--- src/rtl/systolic_pkg.sv ---
// Shared systolic-path types and default widths; the Macro.svh width macros fall back to
// the values below when not supplied by the build. WRITEBACK_RELU_EN selects writeback ReLU.
`ifndef ADDR_WIDTH
`define ADDR_WIDTH 16
`endif
`ifndef DATA_WIDTH
`define DATA_WIDTH 16
`endif
`ifndef BANDWIDTH
`define BANDWIDTH 4
`endif
`ifndef DIM_WIDTH
`define DIM_WIDTH 8
`endif

package systolic_pkg;

    typedef enum logic [1:0] {
        IDLE,
        WRITE,
        DONE
    } wb_state_t;

    localparam int SA_ROWS = 8;
    localparam int SA_COLS = 8;

    typedef logic [`BANDWIDTH-1:0][`DATA_WIDTH-1:0] beat_t;

endpackage

--- src/rtl/relu_lane.sv ---
// One combinational ReLU lane: negative (MSB set) inputs become zero, zero latency, no backpressure.
// Only compiled into the build when WRITEBACK_RELU_EN is defined.
`ifdef WRITEBACK_RELU_EN
module relu_lane #(
    parameter int W = 16
) (
    input  logic [W-1:0] din,
    output logic [W-1:0] dout
);

    assign dout = din[W-1] ? '0 : din;

endmodule
`endif

--- src/rtl/systolic_result_writer.sv ---
// Snapshots the result matrix on start and writes it row-major, one beat per cycle from the cycle after start;
// a low wr_ready freezes the beat in place. WRITEBACK_RELU_EN clamps negative lanes to zero on the data mux.
module systolic_result_writer
    import systolic_pkg::*;
#(
    parameter int ROWS = SA_ROWS,
    parameter int COLS = SA_COLS
) (
    input  logic                                       clock,
    input  logic                                       reset,
    input  logic                                       start,
    input  logic [`ADDR_WIDTH-1:0]                     base_C,
    input  logic [`DIM_WIDTH-1:0]                      dim_col_C,
    input  logic [ROWS-1:0][COLS-1:0][`DATA_WIDTH-1:0] Out,
    output logic                                       write,
    output logic [`ADDR_WIDTH-1:0]                     write_addr,
    output beat_t                                      writedata,
    input  logic                                       wr_ready,
    output logic                                       busy,
    output logic                                       done
);

    localparam int BW     = `BANDWIDTH;
    localparam int AW     = `ADDR_WIDTH;
    localparam int DW     = `DATA_WIDTH;
    localparam int BEATS  = COLS / BW;
    localparam int ROW_W  = (ROWS > 1) ? $clog2(ROWS) : 1;
    localparam int BEAT_W = (BEATS > 1) ? $clog2(BEATS) : 1;

    if (COLS % BW != 0) begin : g_bad_cols
        $error("systolic_result_writer: COLS must be a multiple of BANDWIDTH");
    end

    typedef logic [ROWS-1:0][COLS-1:0][DW-1:0] mat_t;
    typedef logic [BEATS-1:0][BW-1:0][DW-1:0]  row_t;

    wb_state_t          state_q, state_d;
    logic [ROW_W-1:0]   row_q, row_d;
    logic [BEAT_W-1:0]  beat_q, beat_d;
    logic [AW-1:0]      row_base_q, row_base_d;
    logic [AW-1:0]      dim_q, dim_d;
    mat_t               snap_q, snap_d;
    logic               write_q, write_d;
    logic [AW-1:0]      addr_q, addr_d;
    beat_t              data_q, data_d;
    logic               busy_q, busy_d;
    logic               done_q, done_d;

    row_t               row_sel;
    beat_t              raw_dat;
    beat_t              lane_dat;

    always_comb begin
        state_d    = state_q;
        row_d      = row_q;
        beat_d     = beat_q;
        row_base_d = row_base_q;
        dim_d      = dim_q;
        snap_d     = snap_q;
        case (state_q)
            IDLE: begin
                if (start) begin
                    snap_d     = Out;
                    dim_d      = AW'(dim_col_C);
                    row_d      = '0;
                    beat_d     = '0;
                    row_base_d = base_C;
                    state_d    = WRITE;
                end
            end
            WRITE: begin
                if (wr_ready) begin
                    if (beat_q == BEAT_W'(BEATS - 1)) begin
                        beat_d     = '0;
                        row_base_d = row_base_q + dim_q;
                        if (row_q == ROW_W'(ROWS - 1)) begin
                            state_d = DONE;
                        end else begin
                            row_d = row_q + ROW_W'(1);
                        end
                    end else begin
                        beat_d = beat_q + BEAT_W'(1);
                    end
                end
            end
            DONE:    state_d = IDLE;
            default: state_d = IDLE;
        endcase
    end

    // The beat is selected from next-state counters so the registered outputs line up with them.
    assign row_sel = snap_d[row_d];
    assign raw_dat = row_sel[beat_d];

`ifdef WRITEBACK_RELU_EN
    for (genvar k = 0; k < BW; k++) begin : g_relu
        relu_lane #(.W(DW)) u_relu_lane (
            .din  (raw_dat[k]),
            .dout (lane_dat[k])
        );
    end
`else
    assign lane_dat = raw_dat;
`endif

    always_comb begin
        write_d = (state_d == WRITE);
        busy_d  = (state_d != IDLE);
        done_d  = (state_d == DONE);
        addr_d  = addr_q;
        data_d  = data_q;
        if (state_d == WRITE) begin
            addr_d = row_base_d + AW'(beat_d) * AW'(BW);
            data_d = lane_dat;
        end
    end

    always_ff @(posedge clock or negedge reset) begin
        if (!reset) begin
            state_q    <= IDLE;
            row_q      <= '0;
            beat_q     <= '0;
            row_base_q <= '0;
            dim_q      <= '0;
            snap_q     <= '0;
            write_q    <= 1'b0;
            addr_q     <= '0;
            data_q     <= '0;
            busy_q     <= 1'b0;
            done_q     <= 1'b0;
        end else begin
            state_q    <= state_d;
            row_q      <= row_d;
            beat_q     <= beat_d;
            row_base_q <= row_base_d;
            dim_q      <= dim_d;
            snap_q     <= snap_d;
            write_q    <= write_d;
            addr_q     <= addr_d;
            data_q     <= data_d;
            busy_q     <= busy_d;
            done_q     <= done_d;
        end
    end

    assign write      = write_q;
    assign write_addr = addr_q;
    assign writedata  = data_q;
    assign busy       = busy_q;
    assign done       = done_q;

endmodule

--- config.mk ---
export PLATFORM = sky130hd
export DESIGN_NAME = systolic_result_writer
export DESIGN_NICKNAME = d
export VERILOG_FILES = /design/src/rtl/systolic_pkg.sv /design/src/rtl/relu_lane.sv /design/src/rtl/systolic_result_writer.sv
export SDC_FILE = /design/constraint.sdc
export NUM_CORES = 2
export LEC_CHECK = 0
export ABC_AREA = 1
export CAP_MARGIN = 10
export CORE_AREA = 3 3 446 448
export CTS_BUF_LIST = sky130_fd_sc_hd__clkbuf_16
export DETAILED_ROUTE_END_ITERATION = 7
export DIE_AREA = 0 0 449 451
export DONT_BUFFER_PORTS = 1
export PLACE_DENSITY_LB_ADDON = 0.1
export SETUP_SLACK_MARGIN = 0.05
export SLEW_MARGIN = 20
export SYNTH_ARGS = -nofsm -noshare
export SYNTH_HDL_FRONTEND = slang
export SYNTH_SLANG_ARGS = --single-unit
export TNS_END_PERCENT = 30
--- constraint.sdc ---
create_clock -name clock -period 5.4 [get_ports clock]
set_clock_uncertainty 0.1 [all_clocks]
set_input_delay 1.08 -clock clock [delete_from_list [all_inputs] [get_ports clock]]
set_output_delay 1.08 -clock clock [all_outputs]
set_load 0.005 [all_outputs]
layer_met1.png
The bar under the picture is 100 um long. Cells faint in the background.
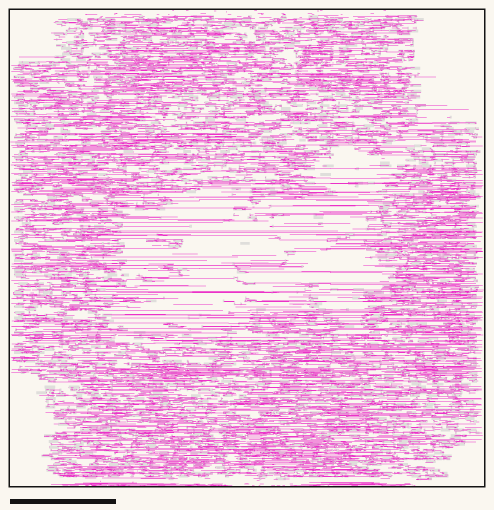
share of all routed wire: 41%
longest straight run: 246 um

layer_met2.png
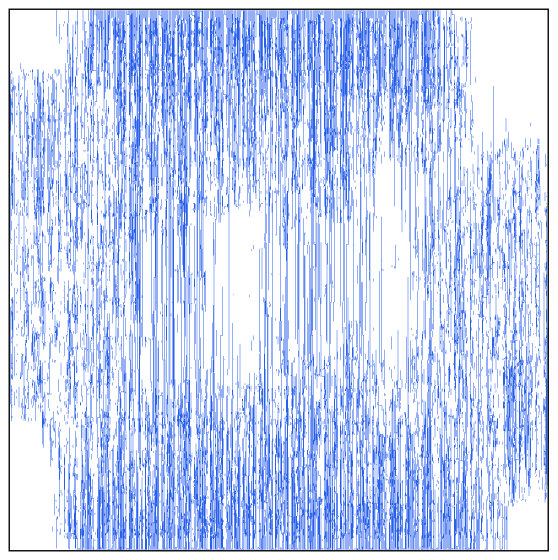
longest straight run: 264 um
wire length on this layer: 132 mm
nets with wire on the layer: 5,455
share of all routed wire: 50%

==> impl_metrics.csv <==
group,metric,value,unit
run_status,status,"complete, no violations",
flow_run,warnings,60,
clocking,clock_sinks,1137,
setup_path,cp-endpoint,"writedata[51]$_DFFE_PN0P_",
logic_synthesis,synth_flop_count,1137,
route,vias,42100,
die,num_io_pins,1135,
logic_synthesis,ys_cells,6062,
global_routing,grt_pass1_vias,42000,
setup_path,r2r.worst_path.cells,14,
place,hpwlAfterDp,200,mm
logic_synthesis,common_cells,"1,137 x dfrtp_1, 1,076 x inv_1, 664 x o21ai_0",
timing,setup_ws,0.969,ns
timing,finalHoldViolCount,0,
setup_path,path_class,"reg2reg",
setup_path,critical_path.top_delay_family,"simple AND/OR/NAND/NOR gates",
route,drc,0,
timing,slew_violations,0,
route,post_drt_wl_per_cell,30.3,um
route,drt_iter0_drc,2976,
power_and_ir_drop,seqPwrFrac,30.2,%
setup_path,crit_chain,"nor2_4, nand2_8, inv_8, buf_12, buf_4, or2_1, o21ai_0, o21ai_1, a21oi_1, o21ai_1, nand3_1, nand2_1, nand2_1, nand2_1",
flow_run,maxCapViolations,0,
cells_and_area,design_area,62800,um2
cells_and_area,layout_top_cell,"dfrtp_1",
logic_synthesis,syn_area,55300,um2
setup_path,worst_path_max_delay_cell,"o21ai_1",
power_and_ir_drop,netSwitchingFraction,47.3,%
setup_path,setup.worst_path.end_class,"register",
power_and_ir_drop,finalPower,47.9,mW
logic_synthesis,postSynth.asyncResetShare,100,%
die,dieArea,202000,um2
setup_path,start_kind,"register",
logic_synthesis,edf_count,0,
global_routing,antenna_found_initial,237,
timing,setup_viol,0,
cells_and_area,mi_logic_area,20500,um2
logic_synthesis,yosysChipArea,55300,um2
setup_path,critPathMaxFanout,72,
place,placed_area,58100,um2
die,fp-utilization,28.4,%
cells_and_area,areaGrowthSynthToFinish,13.6,%
setup_path,worst_path_largest_cell_delay,0.79,ns
logic_synthesis,ys_types,45,
setup_path,critPathBufInv,3,
power_and_ir_drop,power_frac_comb,50.3,%
power_and_ir_drop,p_comb,24.1,mW
min_path,hp-class,"in2async",
cells_and_area,instances_no_fill,8768,
logic_synthesis,ys_warn_count,0,
layer_met3.png
The bar under the picture is 100 um long.
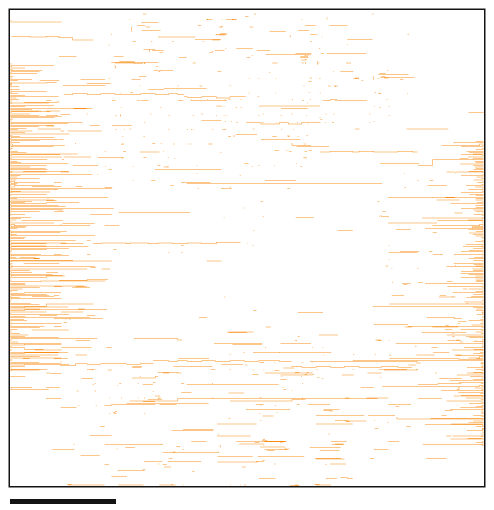
longest straight run: 189 um
main direction: horizontal
wire length on this layer: 16,600 um
nets with wire on the layer: 751
share of all routed wire: 6.3%

==> area by class of cell <==
class                           count  area share [%]
Sequential cell                  1137            45.3
Multi-Input combinational cell   3437            32.7
Inverter                         1092            6.59
Clock buffer                      151            6.01
Tap cell                         2624            5.23
Timing Repair Buffer              128            2.78
Clock inverter                    106            1.03
Antenna cell                       93           0.370
==> registers in the layout, indices dropped and copies added, names as in the netlist <==
register    flops
write_addr     16
done            1
dim_q           8
state_q         2
write           1
snap_q       1024
busy            1
row_q           3
beat_q          1
row_base_q     16
writedata      64
==> worst min path at each step <==
stage,from,endpoint,slack (ns),cells after the start
final,reset,snap_q[502]$_DFF_PN0_,0.11,1
after global routing,reset,snap_q[246]$_DFF_PN0_,0.1,1
after CTS,reset,snap_q[771]$_DFF_PN0_,0.08,1
after detailed placement,snap_q[747]$_DFF_PN0_,snap_q[747]$_DFF_PN0_,0.36,2
after global placement,snap_q[904]$_DFF_PN0_,snap_q[904]$_DFF_PN0_,0.36,2
after floorplan,snap_q[704]$_DFF_PN0_,snap_q[704]$_DFF_PN0_,0.34,2
==> cell families after synthesis <==
| group | count (synthesis) | synth area share, % |
|---|---|---|
| AND-OR/OR-AND | 1570 | 14.8 |
| buffers and inverters | 1488 | 11.5 |
| AND/OR/NAND/NOR | 1274 | 11.4 |
| flip-flops | 1137 | 51.5 |
| multiplexers | 576 | 10.4 |
| adder cells (fa/ha/maj) | 12 | 0.285 |
| XOR/XNOR | 5 | 0.0792 |
==> per-layer routing <==
metal / part of all wire (%) / track usage (%) / vias to the layer above
met3: 6.3 / 6.84 / 524
li1: - / - / 19500
met1: 41 / 31.0 / 20700
met5: 0.22 / 0 / -
met2: 50 / 43.2 / 1344
met4: 3.2 / 9.62 / 82
